<file path="config.mk">
export PLATFORM = sky130hd
export DESIGN_NAME = alu_seq_flat
export DESIGN_NICKNAME = d
export VERILOG_FILES = /design/src/rtl/alu_seq_if.sv /design/src/rtl/alu_seq.sv /design/src/flat_wrapper.sv
export SDC_FILE = /design/constraint.sdc
export NUM_CORES = 1
export LEC_CHECK = 0
export ABC_AREA = 0
export CAP_MARGIN = 20
export CORE_MARGIN = 4
export CORE_UTILIZATION = 35
export CTS_CLUSTER_SIZE = 10
export DETAILED_ROUTE_END_ITERATION = 8
export GPL_ROUTABILITY_DRIVEN = 0
export PLACE_DENSITY = 0.61
export SLEW_MARGIN = 20
export SYNTH_ARGS = -nofsm -noshare
export SYNTH_HDL_FRONTEND = slang
export SYNTH_SLANG_ARGS = --single-unit
</file>
<file path="constraint.sdc">
create_clock -name clk -period 3.42 [get_ports clk]
set_input_delay 0.684 -clock clk [delete_from_list [all_inputs] [get_ports clk]]
set_output_delay 0.684 -clock clk [all_outputs]
set_load 0.1 [all_outputs]
</file>
<file path="src/rtl/alu_seq_if.sv">
// Request/response bundle for alu_seq: request handshake with opcode and
// operands, plus result handshake with result and status flags.
interface alu_seq_if #(
  parameter int W = 32
);
  logic         in_valid;
  logic         in_ready;
  logic [3:0]   F;
  logic [W-1:0] A;
  logic [W-1:0] B;
  logic         out_valid;
  logic         out_ready;
  logic [W-1:0] R;
  logic         Z;
  logic         N;
  logic         C;
  logic         V;
  logic         ERR;

  // Operand-fetch side / consumer side (drives requests, takes results)
  modport master (
    output in_valid, F, A, B, out_ready,
    input  in_ready, out_valid, R, Z, N, C, V, ERR
  );

  // ALU side
  modport slave (
    input  in_valid, F, A, B, out_ready,
    output in_ready, out_valid, R, Z, N, C, V, ERR
  );
endinterface

</file>
<file path="src/rtl/alu_seq.sv">
// Handshaked ALU: eight single-cycle legacy ops, iterative shift-add
// multiply (W steps) and bit-serial shifts (k steps), registered result
// and flags held until the consumer takes them.
module alu_seq #(
  parameter int W = 32
) (
  input  logic     clk,
  input  logic     rst_n,
  alu_seq_if.slave bus
);
  localparam int SW = $clog2(W);
  localparam logic [SW:0] CNT_MUL = (SW+1)'(W);
  localparam logic [SW:0] CNT_ONE = (SW+1)'(1);

  localparam logic [3:0] OP_ADD  = 4'b0000;
  localparam logic [3:0] OP_SUB  = 4'b0001;
  localparam logic [3:0] OP_AND  = 4'b0010;
  localparam logic [3:0] OP_OR   = 4'b0011;
  localparam logic [3:0] OP_XNOR = 4'b0100;
  localparam logic [3:0] OP_NOTA = 4'b0101;
  localparam logic [3:0] OP_PASS = 4'b0110;
  localparam logic [3:0] OP_NOTB = 4'b0111;
  localparam logic [3:0] OP_SLL  = 4'b1010;
  localparam logic [3:0] OP_SRA  = 4'b1011;

  typedef enum logic [1:0] {S_IDLE, S_BUSY, S_DONE} state_t;

  state_t         r_state, w_state_nxt;
  logic [1:0]     r_op;      // low opcode bits of the running multi-cycle op
  logic [W-1:0]   r_a;       // multiplicand
  logic [2*W-1:0] r_acc;     // {partial product, multiplier} or shift value in low half
  logic [SW:0]    r_cnt;
  logic [W-1:0]   r_r;
  logic           r_z, r_n, r_c, r_v, r_err;

  logic           w_accept, w_is_multi, w_is_mul, w_go_busy, w_last;
  logic [SW-1:0]  w_shamt;
  logic [W-1:0]   w_b_eff;
  logic [W:0]     w_sum;
  logic [W-1:0]   w_imm_r;
  logic           w_imm_c, w_imm_v, w_imm_err;
  logic [W:0]     w_mul_sum;
  logic [2*W-1:0] w_step;
  logic [W-1:0]   w_fin_r;

  assign w_accept   = (r_state == S_IDLE) && bus.in_valid;
  assign w_is_multi = (bus.F[3:2] == 2'b10);
  assign w_is_mul   = w_is_multi && !bus.F[1];
  assign w_shamt    = bus.B[SW-1:0];
  // A zero-amount shift needs no iteration and completes like a single-cycle op
  assign w_go_busy  = w_is_mul || (w_is_multi && (w_shamt != '0));
  assign w_last     = (r_state == S_BUSY) && (r_cnt == CNT_ONE);

  // SUB reuses the adder as A + ~B + 1
  assign w_b_eff = (bus.F == OP_SUB) ? ~bus.B : bus.B;
  assign w_sum   = {1'b0, bus.A} + {1'b0, w_b_eff} + {{W{1'b0}}, (bus.F == OP_SUB)};

  // Single-cycle result and arithmetic flags straight from the bus operands
  always_comb begin
    // NOTE: every output of a combinational block gets a default first so no latch is inferred
    w_imm_r   = '0;
    w_imm_c   = 1'b0;
    w_imm_v   = 1'b0;
    w_imm_err = 1'b0;
    case (bus.F)
      OP_ADD, OP_SUB: begin
        w_imm_r = w_sum[W-1:0];
        w_imm_c = w_sum[W];
        w_imm_v = (bus.A[W-1] == w_b_eff[W-1]) && (w_sum[W-1] != bus.A[W-1]);
      end
      OP_AND:         w_imm_r = bus.A & bus.B;
      OP_OR:          w_imm_r = bus.A | bus.B;
      OP_XNOR:        w_imm_r = ~(bus.A ^ bus.B);
      OP_NOTA:        w_imm_r = ~bus.A;
      OP_PASS:        w_imm_r = bus.A;
      OP_NOTB:        w_imm_r = ~bus.B;
      OP_SLL, OP_SRA: w_imm_r = bus.A;   // only reached with shift amount 0
      default:        w_imm_err = (bus.F[3:2] == 2'b11);
    endcase
  end

  // One iteration step: shift-add for multiply, one-bit shift otherwise
  always_comb begin
    w_mul_sum = {1'b0, r_acc[2*W-1:W]} + (r_acc[0] ? {1'b0, r_a} : '0);
    w_step    = {w_mul_sum, r_acc[W-1:1]};
    if (r_op[1]) begin
      if (r_op[0]) w_step = {r_acc[2*W-1:W], r_acc[W-1], r_acc[W-1:1]};
      else         w_step = {r_acc[2*W-1:W], r_acc[W-2:0], 1'b0};
    end
    w_fin_r = (r_op == 2'b01) ? w_step[2*W-1:W] : w_step[W-1:0];
  end

  // State register
  always_ff @(posedge clk or negedge rst_n) begin
    // NOTE: sequential state uses non-blocking assignments so all registers update together
    if (!rst_n) r_state <= S_IDLE;
    else        r_state <= w_state_nxt;
  end

  // Next-state logic
  always_comb begin
    w_state_nxt = r_state;
    case (r_state)
      S_IDLE:  if (bus.in_valid) w_state_nxt = w_go_busy ? S_BUSY : S_DONE;
      S_BUSY:  if (w_last)       w_state_nxt = S_DONE;
      S_DONE:  if (bus.out_ready) w_state_nxt = S_IDLE;
      default: w_state_nxt = S_IDLE;
    endcase
  end

  // Handshake outputs decoded from state
  always_comb begin
    bus.in_ready  = (r_state == S_IDLE);
    bus.out_valid = (r_state == S_DONE);
  end

  // Operand capture, iteration and result/flag registers
  always_ff @(posedge clk or negedge rst_n) begin
    if (!rst_n) begin
      r_op  <= '0;
      r_a   <= '0;
      r_acc <= '0;
      r_cnt <= '0;
      r_r   <= '0;
      r_z   <= 1'b0;
      r_n   <= 1'b0;
      r_c   <= 1'b0;
      r_v   <= 1'b0;
      r_err <= 1'b0;
    end else if (w_accept) begin
      r_op  <= bus.F[1:0];
      r_a   <= bus.A;
      r_acc <= {{W{1'b0}}, (w_is_mul ? bus.B : bus.A)};
      r_cnt <= w_is_mul ? CNT_MUL : (w_is_multi ? {1'b0, w_shamt} : '0);
      if (!w_go_busy) begin
        r_r   <= w_imm_r;
        r_z   <= (w_imm_r == '0);
        r_n   <= w_imm_r[W-1];
        r_c   <= w_imm_c;
        r_v   <= w_imm_v;
        r_err <= w_imm_err;
      end
    end else if (r_state == S_BUSY) begin
      r_acc <= w_step;
      r_cnt <= r_cnt - CNT_ONE;
      if (w_last) begin
        r_r   <= w_fin_r;
        r_z   <= (w_fin_r == '0);
        r_n   <= w_fin_r[W-1];
        r_c   <= 1'b0;
        r_v   <= 1'b0;
        r_err <= 1'b0;
      end
    end
  end

  assign bus.R   = r_r;
  assign bus.Z   = r_z;
  assign bus.N   = r_n;
  assign bus.C   = r_c;
  assign bus.V   = r_v;
  assign bus.ERR = r_err;
endmodule

</file>
<file path="src/flat_wrapper.sv">
// flat-port wrapper written by rule: the top's interface ports become plain ports
module alu_seq_flat 
#(
  parameter int W = 32
)
  (clk, rst_n, bus_in_valid, bus_F, bus_A, bus_B, bus_out_ready, bus_in_ready, bus_out_valid, bus_R, bus_Z, bus_N, bus_C, bus_V, bus_ERR);
  alu_seq_if #(.W(W)) bus_i ();
  input  logic clk;
  input  logic rst_n;
  input wire logic [$bits(bus_i.in_valid)-1:0] bus_in_valid;
  input wire logic [$bits(bus_i.F)-1:0] bus_F;
  input wire logic [$bits(bus_i.A)-1:0] bus_A;
  input wire logic [$bits(bus_i.B)-1:0] bus_B;
  input wire logic [$bits(bus_i.out_ready)-1:0] bus_out_ready;
  output wire logic [$bits(bus_i.in_ready)-1:0] bus_in_ready;
  output wire logic [$bits(bus_i.out_valid)-1:0] bus_out_valid;
  output wire logic [$bits(bus_i.R)-1:0] bus_R;
  output wire logic [$bits(bus_i.Z)-1:0] bus_Z;
  output wire logic [$bits(bus_i.N)-1:0] bus_N;
  output wire logic [$bits(bus_i.C)-1:0] bus_C;
  output wire logic [$bits(bus_i.V)-1:0] bus_V;
  output wire logic [$bits(bus_i.ERR)-1:0] bus_ERR;
  assign bus_i.in_valid = bus_in_valid;
  assign bus_i.F = bus_F;
  assign bus_i.A = bus_A;
  assign bus_i.B = bus_B;
  assign bus_i.out_ready = bus_out_ready;
  assign bus_in_ready = bus_i.in_ready;
  assign bus_out_valid = bus_i.out_valid;
  assign bus_R = bus_i.R;
  assign bus_Z = bus_i.Z;
  assign bus_N = bus_i.N;
  assign bus_C = bus_i.C;
  assign bus_V = bus_i.V;
  assign bus_ERR = bus_i.ERR;
  alu_seq #(.W(W)) u_core (.clk(clk), .rst_n(rst_n), .bus(bus_i));
endmodule
</file>
### Cells colored by class

Scale: 2 px per um.
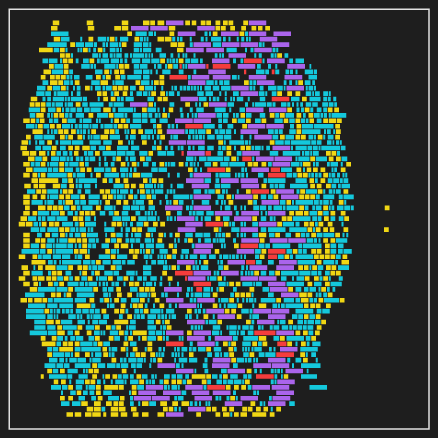
class	color	cells	share of their area
clock drivers and dummy loads	red	31	2.6%
combinational and other logic	cyan	1564	55%
other buffers and delay cells	yellow	707	26%
flops	purple	142	16%
post-layout util: 0.569
Seq/total area: 0.157
post-route design area: 22700 um2

### Sizing map

Scale: 2 px per um.
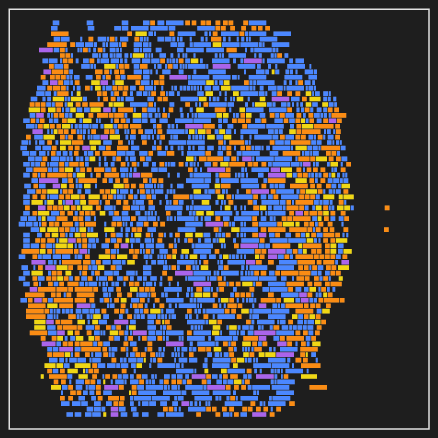
size	color	cells	share
_0 and _1 cells	blue	1447	59%
_6 and larger	purple	66	2.7%
_2 cells	yellow	208	8.5%
_3 and _4 cells	orange	723	30%
min setup slack post-route: -0.670 ns
Non-CTS buffers: 707

### Congestion heat map

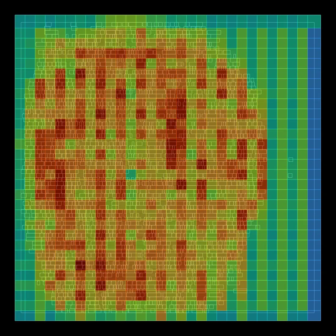
met3 usage: 0.0263
gr usage total: 0.243

### Close-up of the layout

Region (40, 144) to (65, 169) um. Cells in gray, sequential cells in the stronger gray; small squares are vias.
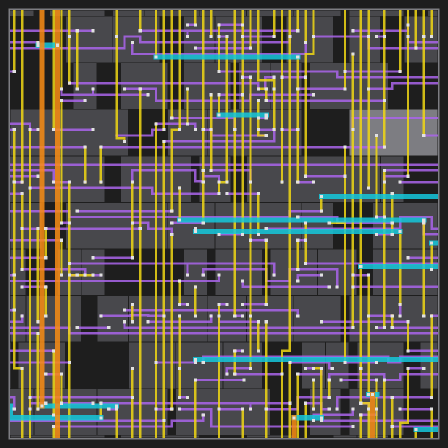
layer	color
metal 3	cyan
metal 4	orange
metal 2	yellow
metal 1	purple
sequential cells in the window	1
cells with their middle in the window	56
netlist names of flops here include	u_core.bus.Z (1)
most frequent	buf_4 (16), nand2_1 (5), a21oi_1 (4)

==> layer usage <==
layer | share of wire | vias up | global-route usage
li1 | - | 7799 | -
met1 | 0.45 | 7959 | 0.347
met2 | 0.47 | 559 | 0.391
met3 | 0.054 | 104 | 0.0263
met4 | 0.025 | 0 | 0.0700
met5 | 0 | - | 0
==> where the power goes <==
| group | total (mW) | internal, mW | switching (mW) |
|---|---|---|---|
| Combinational | 12.0 | 5.15 | 6.80 |
| Sequential | 3.01 | 2.45 | 0.563 |
| Clock | 1.79 | 1.09 | 0.696 |
| Total | 16.8 | 8.69 | 8.06 |
==> critical path: cells and delay by family (launching register included) <==
family / cells / cell delay, ns
compound gates: 5 / 1.05
fa+ha+maj: 2 / 0.39
buf+inv: 2 / 0.21
simple gates: 7 / 1.94
flops: 1 / 0.41
==> ci_impl_report.md <==
## PnR job results

| Metric | Value |
|---|---|
| Status | `finished with violations` |
| Failing checks | `negative setup slack` |
| Cell Type Count | `81` |
| TritonCTS clock tree | `yes` |
| Buffers on Ports | `approximately 110` |
| Total CTS buffers | `17` |
| Min setup slack post-route | `-0.670 ns` |
| Largest logic family | `AND-OR/OR-AND gates` |
| Placed insts | `2873` |
| Unrepaired setup endpoints after global routing | `true` |
| Final Slew Violations | `0` |
| P_leak | `around 11 nW` |
| Synthesis-to-layout area growth | `60.2%` |
| Dpl hpwl | `roughly 43 mm` |
| Ys flop type | `dfrtp_1` |
| Final setup fails | `17` |
| Adder-Cell Fraction of Synth Area | `0.124` |
| Top post-synthesis cells by count | `245 x nand2_1, 179 x o21ai_0, 153 x a21oi_1` |
| Non-CTS inverters | `a little over 80` |
| Crit-path max cell delay | `0.50 ns` |
| Seq cells | `~140` |
| Critical path required time | `~3.8 ns` |
| Top cells, area | `dfrtp_1 25%, ha_1 12%, nand2_1 6.5%` |
| Critical-path top delay cell | `or4b_4` |
| Share of cells above drive strength 1 | `0.408` |
| Reg-to-reg endpoint | `u_core.bus.Z$_DFFE_PN0P_` |
| Startpoint Class | `flop` |
| Slew @ Worst Pin | `slightly above 0.9 ns` |
| Layout clock buffers | `27` |
| CTS root buffer | `clkbuf_16` |
| DIE AREA | `approximately 44000 um2` |
| Fillers | `between 3000 and 4000` |
| Total wire length | `57.1 mm` |
| Floorplan Nets | `between 2000 and 2500` |
| Clock tree buffer depth | `2` |
| Max IR drop VDD | `0.000578 V` |
| Fin crit period | `around 4.1 ns` |
| Total gr overflow | `0` |
| Final Instance Count excl. Fillers | `2969` |
| Die height | `209 um` |
| DIE WIDTH | `approximately 210 um` |
Power is estimated from default activity; no workload was simulated.
